[src/rtl/multicycle_controller_pkg.sv]
// Shared control encodings for the multicycle controller.
// States, opcodes, aluop/alucontrol codes and datapath select values.
package riscv_ctrl_pkg;

  typedef enum logic [3:0] {
    S_FETCH    = 4'd0,
    S_DECODE   = 4'd1,
    S_MEMADR   = 4'd2,
    S_MEMREAD  = 4'd3,
    S_MEMWB    = 4'd4,
    S_MEMWRITE = 4'd5,
    S_EXECUTER = 4'd6,
    S_EXECUTEI = 4'd7,
    S_ALUWB    = 4'd8,
    S_BEQ      = 4'd9,
    S_JAL      = 4'd10
  } state_t;

  localparam logic [6:0] OP_LW   = 7'b0000011;
  localparam logic [6:0] OP_SW   = 7'b0100011;
  localparam logic [6:0] OP_R    = 7'b0110011;
  localparam logic [6:0] OP_I    = 7'b0010011;
  localparam logic [6:0] OP_BEQ  = 7'b1100011;
  localparam logic [6:0] OP_JAL  = 7'b1101111;

  localparam logic [1:0] ALUOP_ADD   = 2'b00;
  localparam logic [1:0] ALUOP_SUB   = 2'b01;
  localparam logic [1:0] ALUOP_FUNCT = 2'b10;

  localparam logic [2:0] ALU_ADD = 3'b000;
  localparam logic [2:0] ALU_SUB = 3'b001;
  localparam logic [2:0] ALU_AND = 3'b010;
  localparam logic [2:0] ALU_OR  = 3'b011;

  localparam logic [1:0] RES_ALUOUT = 2'b00;
  localparam logic [1:0] RES_DATA   = 2'b01;
  localparam logic [1:0] RES_ALU    = 2'b10;

  localparam logic [1:0] SRCA_PC    = 2'b00;
  localparam logic [1:0] SRCA_OLDPC = 2'b01;
  localparam logic [1:0] SRCA_RS1   = 2'b10;

  localparam logic [1:0] SRCB_RS2  = 2'b00;
  localparam logic [1:0] SRCB_IMM  = 2'b01;
  localparam logic [1:0] SRCB_FOUR = 2'b10;

  localparam logic [1:0] IMM_I = 2'b00;
  localparam logic [1:0] IMM_S = 2'b01;
  localparam logic [1:0] IMM_B = 2'b10;
  localparam logic [1:0] IMM_J = 2'b11;

endpackage

[src/rtl/multicycle_controller_alu_decoder.sv]
// ALU operation decoder driven by aluop and instruction funct fields.
// funct_ok flags the funct3 values the ALU can actually execute.
module alu_decoder
  import riscv_ctrl_pkg::*;
(
  input  logic [1:0] aluop,
  input  logic [2:0] funct3,
  input  logic       funct7b5,
  input  logic       op5,
  output logic [2:0] alucontrol,
  output logic       funct_ok
);

  assign funct_ok = (funct3 == 3'b000)
                 || (funct3 == 3'b110)
                 || (funct3 == 3'b111);

  always_comb begin
    alucontrol = ALU_ADD;
    unique case (aluop)
      ALUOP_SUB: alucontrol = ALU_SUB;
      ALUOP_FUNCT: begin
        unique case (funct3)
          3'b000:  alucontrol = (op5 && funct7b5) ? ALU_SUB : ALU_ADD;
          3'b110:  alucontrol = ALU_OR;
          3'b111:  alucontrol = ALU_AND;
          default: alucontrol = ALU_ADD;
        endcase
      end
      default: alucontrol = ALU_ADD;
    endcase
  end

endmodule

[src/rtl/multicycle_controller.sv]
// Multicycle RISC-V control FSM: per-state datapath selects and strobes.
// Define MULTICYCLE_CTRL_JAL_EN to compile in jal support.
module multicycle_controller
  import riscv_ctrl_pkg::*;
#(
  parameter int XLEN = 32
) (
  input  logic       clk,
  input  logic       rst_n,
  input  logic [6:0] op,
  input  logic [2:0] funct3,
  input  logic       funct7b5,
  input  logic       zero,
  output logic       pcwrite,
  output logic       adrsrc,
  output logic       memwrite,
  output logic       irwrite,
  output logic       regwrite,
  output logic [1:0] resultsrc,
  output logic [1:0] alusrca,
  output logic [1:0] alusrcb,
  output logic [1:0] immsrc,
  output logic [2:0] alucontrol,
  output logic       illegal
);

  if (XLEN < 32) begin : g_xlen_chk
    $error("XLEN below 32");
  end

  state_t     state;
  state_t     state_nx;
  logic [1:0] aluop;
  logic       funct_ok;
  logic       dec_bad;

  alu_decoder u_alu_dec (
    .aluop      (aluop),
    .funct3     (funct3),
    .funct7b5   (funct7b5),
    .op5        (op[5]),
    .alucontrol (alucontrol),
    .funct_ok   (funct_ok)
  );

  always_ff @(posedge clk) begin
    if (!rst_n) state <= S_FETCH;
    else        state <= state_nx;
  end

  always_comb begin
    dec_bad = 1'b1;
    case (op)
      OP_LW, OP_SW, OP_BEQ: dec_bad = 1'b0;
      OP_R, OP_I:           dec_bad = !funct_ok;
`ifdef MULTICYCLE_CTRL_JAL_EN
      OP_JAL:               dec_bad = 1'b0;
`endif
      default:              dec_bad = 1'b1;
    endcase
  end

  always_comb begin
    state_nx = S_FETCH;
    case (state)
      S_FETCH: state_nx = S_DECODE;
      S_DECODE: begin
        if (dec_bad) state_nx = S_FETCH;
        else begin
          case (op)
            OP_LW, OP_SW: state_nx = S_MEMADR;
            OP_R:         state_nx = S_EXECUTER;
            OP_I:         state_nx = S_EXECUTEI;
            OP_BEQ:       state_nx = S_BEQ;
`ifdef MULTICYCLE_CTRL_JAL_EN
            OP_JAL:       state_nx = S_JAL;
`endif
            default:      state_nx = S_FETCH;
          endcase
        end
      end
      S_MEMADR:   state_nx = (op == OP_LW) ? S_MEMREAD : S_MEMWRITE;
      S_MEMREAD:  state_nx = S_MEMWB;
      S_EXECUTER: state_nx = S_ALUWB;
      S_EXECUTEI: state_nx = S_ALUWB;
`ifdef MULTICYCLE_CTRL_JAL_EN
      S_JAL:      state_nx = S_ALUWB;
`endif
      default:    state_nx = S_FETCH;
    endcase
  end

  always_comb begin
    immsrc = IMM_I;
    case (op)
      OP_SW:   immsrc = IMM_S;
      OP_BEQ:  immsrc = IMM_B;
      OP_JAL:  immsrc = IMM_J;
      default: immsrc = IMM_I;
    endcase
  end

  always_comb begin
    pcwrite   = 1'b0;
    adrsrc    = 1'b0;
    memwrite  = 1'b0;
    irwrite   = 1'b0;
    regwrite  = 1'b0;
    illegal   = 1'b0;
    resultsrc = RES_ALUOUT;
    alusrca   = SRCA_PC;
    alusrcb   = SRCB_RS2;
    aluop     = ALUOP_ADD;
    case (state)
      S_FETCH: begin
        irwrite   = 1'b1;
        pcwrite   = 1'b1;
        alusrcb   = SRCB_FOUR;
        resultsrc = RES_ALU;
      end
      S_DECODE: begin
        alusrca = SRCA_OLDPC;
        alusrcb = SRCB_IMM;
        illegal = dec_bad;
      end
      S_MEMADR: begin
        alusrca = SRCA_RS1;
        alusrcb = SRCB_IMM;
      end
      S_MEMREAD: adrsrc = 1'b1;
      S_MEMWB: begin
        resultsrc = RES_DATA;
        regwrite  = 1'b1;
      end
      S_MEMWRITE: begin
        adrsrc   = 1'b1;
        memwrite = 1'b1;
      end
      S_EXECUTER: begin
        alusrca = SRCA_RS1;
        aluop   = ALUOP_FUNCT;
      end
      S_EXECUTEI: begin
        alusrca = SRCA_RS1;
        alusrcb = SRCB_IMM;
        aluop   = ALUOP_FUNCT;
      end
      S_ALUWB: regwrite = 1'b1;
      S_BEQ: begin
        alusrca = SRCA_RS1;
        aluop   = ALUOP_SUB;
        pcwrite = zero;
      end
`ifdef MULTICYCLE_CTRL_JAL_EN
      S_JAL: begin
        alusrca = SRCA_OLDPC;
        alusrcb = SRCB_FOUR;
        pcwrite = 1'b1;
      end
`endif
      default: ;
    endcase
    // Reset wins: abort the instruction, show FETCH selects, no strobes.
    if (!rst_n) begin
      pcwrite   = 1'b0;
      adrsrc    = 1'b0;
      memwrite  = 1'b0;
      irwrite   = 1'b0;
      regwrite  = 1'b0;
      illegal   = 1'b0;
      resultsrc = RES_ALU;
      alusrca   = SRCA_PC;
      alusrcb   = SRCB_FOUR;
      aluop     = ALUOP_ADD;
    end
  end

endmodule

[config.mk]
export PLATFORM = sky130hd
export DESIGN_NAME = multicycle_controller
export DESIGN_NICKNAME = d
export VERILOG_FILES = /design/src/rtl/multicycle_controller_pkg.sv /design/src/rtl/multicycle_controller_alu_decoder.sv /design/src/rtl/multicycle_controller.sv
export SDC_FILE = /design/constraint.sdc
export NUM_CORES = 1
export LEC_CHECK = 0
export ABC_CLOCK_PERIOD_IN_PS = 2270
export CAP_MARGIN = 20
export CORE_AREA = 2 2 42 44
export DETAILED_ROUTE_END_ITERATION = 8
export DIE_AREA = 0 0 44 46
export GPL_TIMING_DRIVEN = 0
export HOLD_SLACK_MARGIN = 0.15
export PLACE_DENSITY = 0.73
export REMOVE_ABC_BUFFERS = 1
export SYNTH_ARGS = -nofsm -noshare
export SYNTH_HDL_FRONTEND = slang
export SYNTH_SLANG_ARGS = --single-unit
[constraint.sdc]
create_clock -name clk -period 2.27 [get_ports clk]
set_clock_uncertainty 0.15 [all_clocks]
set_input_delay 0.3405 -clock clk [delete_from_list [all_inputs] [get_ports clk]]
set_output_delay 0.3405 -clock clk [all_outputs]
set_load 0.02 [all_outputs]
==> results.cfg <==
; implementation run metrics
[outcome]
status = finished, final reports clean

[power]
clk-power_mw = 0.0877
sequentialPower_mw = 0.0750
p_per_area_nw_per_um2 = 284

[synthesis]
ys_cells = 79
synth.cellmix.simpleShare = 0.443
synth_top_area_share = 0.143
ys_sh_mux = 0
ys_area_sq_um = 562
logic_family = simple AND/OR/NAND/NOR gates
synthTopCellsByArea = dfxtp_1 14%, and3_1 5.6%, a21oi_1 5.3%
async_flop_share = 0
yosysTopAreaCell = dfxtp_1
syn_inst = 79

[routing]
vias = 646
vias_per_cell = 5.21
met1Wirelength_microns = 666
first_pass_iters = 4

[finish]
n_all_inverters = 4
lay_top_count = clkdlybuf4s50_1
area_growth_pct = 63.7
seq_cells = 4
reg_top3 = state x4
regArea_sq_um = 92.6
lay_top_cells = 15 x clkdlybuf4s50_1, 6 x nand2_1, 6 x nor2_1
diodes = 0
nets = 125

[clocking]
cts_tree = yes
post_cts_buffers = 0
cts_buffer_depth = 2
cts_resized = 32
cts_htree_levels = 1

[worst_setup_path]
cpMaxStageDelayCell = dfxtp_4
crit_required_ns = 1.78
critical_path_arrival_ns = 1.69
cp_num_buf_inv = 1
critPathKind = reg -> out

[grt]
met1_usage = 0.219
grt_pass1_vias = 549

[min_path]
hold_depth = 3

[placed_design]
place.gp.congestion = 0.695
hpwl_microns = 1070

[timing]
final_hold_viol_count = 0
Cells colored by class:
The bar under the picture is 10 microns long. Fill, decap, tap and diode cells in gray.
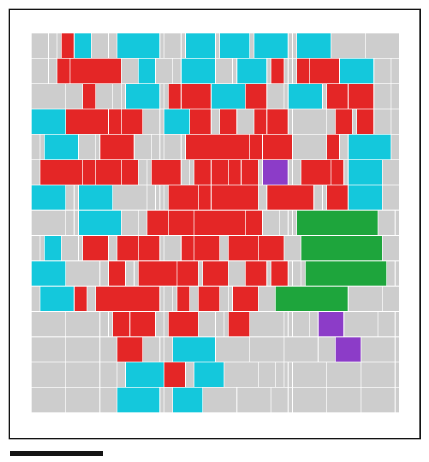
[other buffers and delay cells] cyan | cells: 30
[clock drivers] purple | cells: 3
[combinational and other logic] red | cells: 70
[flops] green | cells: 4

Cell placement:
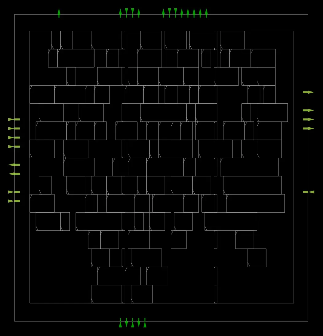
fin util: 0.570
Filler cells: 165
core footprint: 1610 sq um

Wiring heat map:
9 x 9 tiles, from black (low) to pale yellow (high), scaled to the fullest tile. Values are wire area over tile area, all layers added.
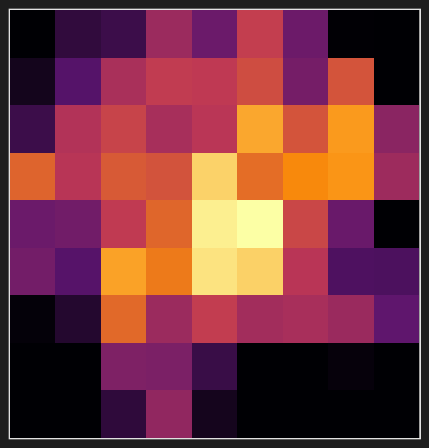
densest ninth of the die: middle
nearly empty tiles: 22%
tiles over half the peak: 33%
fullest tile: 0.31
mean over tiles: 0.11

